**Local utilization**

21 x 21 tiles, from white (low) to dark blue (high), 0 to 100% covered.
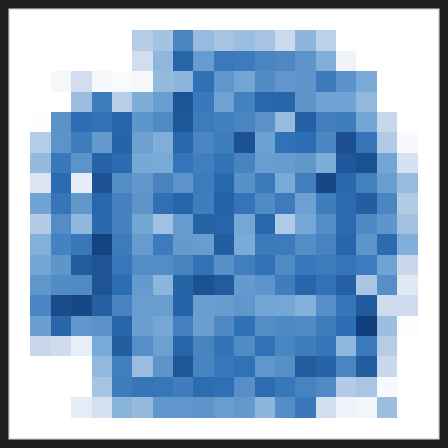
**Placed cells, one colour a class**

Bar = 50 microns. Fill, decap, tap and diode cells in grey.
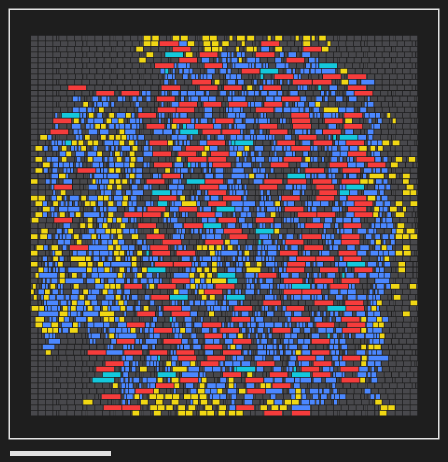
**Signal wires on met1**

Supply wires on this layer in grey.
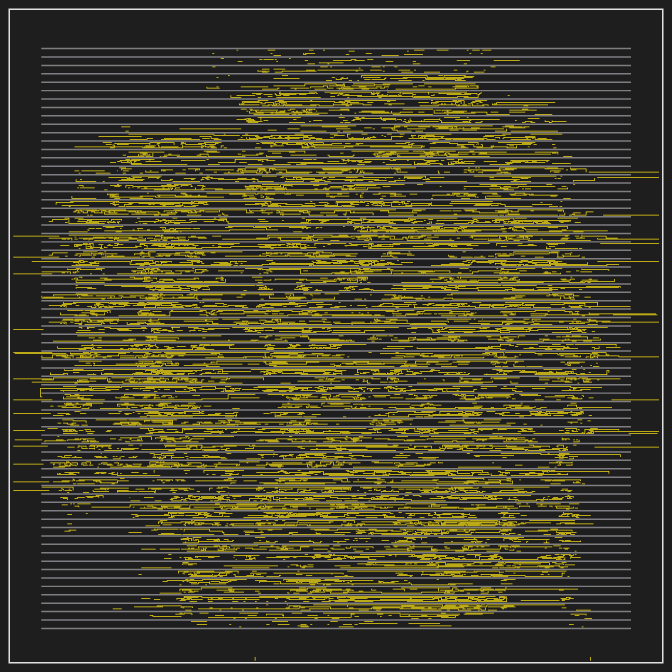
==> config.mk <==
export PLATFORM = sky130hd
export DESIGN_NAME = board_eval
export DESIGN_NICKNAME = d
export VERILOG_FILES = /design/src/rtl/board_eval.sv
export SDC_FILE = /design/constraint.sdc
export NUM_CORES = 1
export LEC_CHECK = 0
export CELL_PAD_IN_SITES_DETAIL_PLACEMENT = 0
export CELL_PAD_IN_SITES_GLOBAL_PLACEMENT = 1
export CORE_MARGIN = 10
export CORE_UTILIZATION = 41
export DETAILED_ROUTE_END_ITERATION = 10
export PLACE_DENSITY = 0.79
export REMOVE_ABC_BUFFERS = 1
export SLEW_MARGIN = 20
export SYNTH_ARGS = -nofsm -noshare
export SYNTH_HDL_FRONTEND = slang
export SYNTH_SLANG_ARGS = --single-unit
==> constraint.sdc <==
create_clock -name clk -period 4.3 [get_ports clk]
set_input_delay 0.86 -clock clk [delete_from_list [all_inputs] [get_ports clk]]
set_output_delay 0.86 -clock clk [all_outputs]
set_load 0.005 [all_outputs]
==> run notes <==
Results of the run.

The flow ran to the end, and the final reports show no timing, DRC or antenna violations. The maximum clock skew at final layout is 0.0256 ns. The count of cells in the finished layout, fillers not included, comes to 2,453.

The die covers 44,500 sq um. The critical path runs through a total of 13 cells. In this run the count of I/O pins placed on the die edge is 173.

The total congestion overflow after global routing is 0. No sink is reached through more buffers than the 3 on the longest clock path. The number of global-route vias before repair is 14,200. Setup repair after global routing could not meet its margin everywhere. The half-perimeter wire length of the detailed placement result is 37,800 microns. The stage logs contain a warning count of 52. The flow reported a cell area power density of 588 nW/um^2. The kind of launch point of the worst setup path is a flip-flop. The global router's overall resource usage is 0.224. The number of remaining DRC errors is 0.

The final weighted congestion of routability-driven global placement is 0.918. For reference, the final report shows the hold violation count at 0. Looking at the VDD voltage map, the peak drop is 0.314 mV. The post-layout worst setup margin is 0.0491 ns.

By instance count after routing, the leading logic cell types are sky130_fd_sc_hd__buf_4, sky130_fd_sc_hd__nand2_1, sky130_fd_sc_hd__dfrtp_1. After synthesis, the design contains 1,653 cells according to Yosys. Once iteration 0 of detailed routing completed, the report listed 1,115 DRC markers.

Per the detail_route report, vias per standard cell equal 5.67.
## Picture notes: 'local utilization'
tiles over 75% full: 14%
fullest tile: 94%
nearly empty tiles: 27%
Core Density at Floorplan: 0.418
area of the core: 35,800 sq um
Finished Core Util: 0.551

## Picture notes: 'placed cells, one colour a class'
[flops] red | cells: 211 | share of their area: 28%
[clock drivers and dummy loads] cyan | cells: 45 | share of their area: 4.0%
[other buffers and delay cells] yellow | cells: 380 | share of their area: 17%
[combinational and other logic] blue | cells: 1,355 | share of their area: 51%
fraction of area in registers: 0.270
post-route design area: 19,700 sq um
std cell rows: 69

## Picture notes: 'signal wires on met1'
share of all routed wire: 45%
wire length on this layer: 22.9 mm
nets with wire on the layer: 1,961
sum of routed wire length over all layers: 51,200 microns
fraction of met1 tracks used by global routing: 0.298
via count: 13,900

## area by class of cell
| type | instances | area [sq um] | share of cell area |
|---|---|---|---|
| Multi-Input combinational cell | 1289 | 9550 | 0.484 |
| Sequential cell | 211 | 5320 | 0.270 |
| Tap cell | 461 | 577 | 0.0292 |
| Inverter | 66 | 248 | 0.0125 |
| Timing Repair Buffer | 380 | 3270 | 0.166 |
| Clock buffer | 36 | 697 | 0.0353 |
| Clock inverter | 9 | 73.8 | 0.00374 |
| Antenna cell | 1 | 2.50 | 0.000127 |
## kinds of logic (layout without fill, tap and decap cells)
family	count (synthesis)	after routing	share of synthesized area
DFF	211	211	0.356
muxes	172	172	0.124
xor gates and xnor gates	111	111	0.0650
and+or+nand+nor	514	514	0.162
adders and majority gates	95	95	0.0809
AOI/OAI and AO/OA	397	397	0.171
other	0	1	0
buffers and inverters	153	491	0.0421
## power by group
group	switching [mW]	internal, mW	total (mW)
clock	0.858	1.18	2.04
combinational	2.87	2.80	5.67
sequential	0.954	2.95	3.90
## through the flow
stage               hold slack (ns)  utilization
global route                  0.509        0.551
global placement              0.473        0.510
detailed placement            0.482        0.510
CTS                           0.493        0.540
finish                        0.492        0.551
floorplan                     0.462            -
## timing repair
item | CTS | global route
buffers inserted | 15 | 15
cloned | 0 | 1
setup endpoints to repair | 45 | 41
gates resized | 97 | 93
pin swaps | 37 | 55
## layer usage
| metal | global-route usage | share of wire | vias to the layer above |
|---|---|---|---|
| met3 | 0.0294 | 0.055 | 73 |
| met1 | 0.298 | 0.45 | 6834 |
| li1 | - | - | 6612 |
| met2 | 0.372 | 0.47 | 397 |
| met4 | 0.0622 | 0.024 | 2 |
| met5 | 0 | 0.00023 | - |
No activity file was given, so power comes from the tool's default toggle rates.
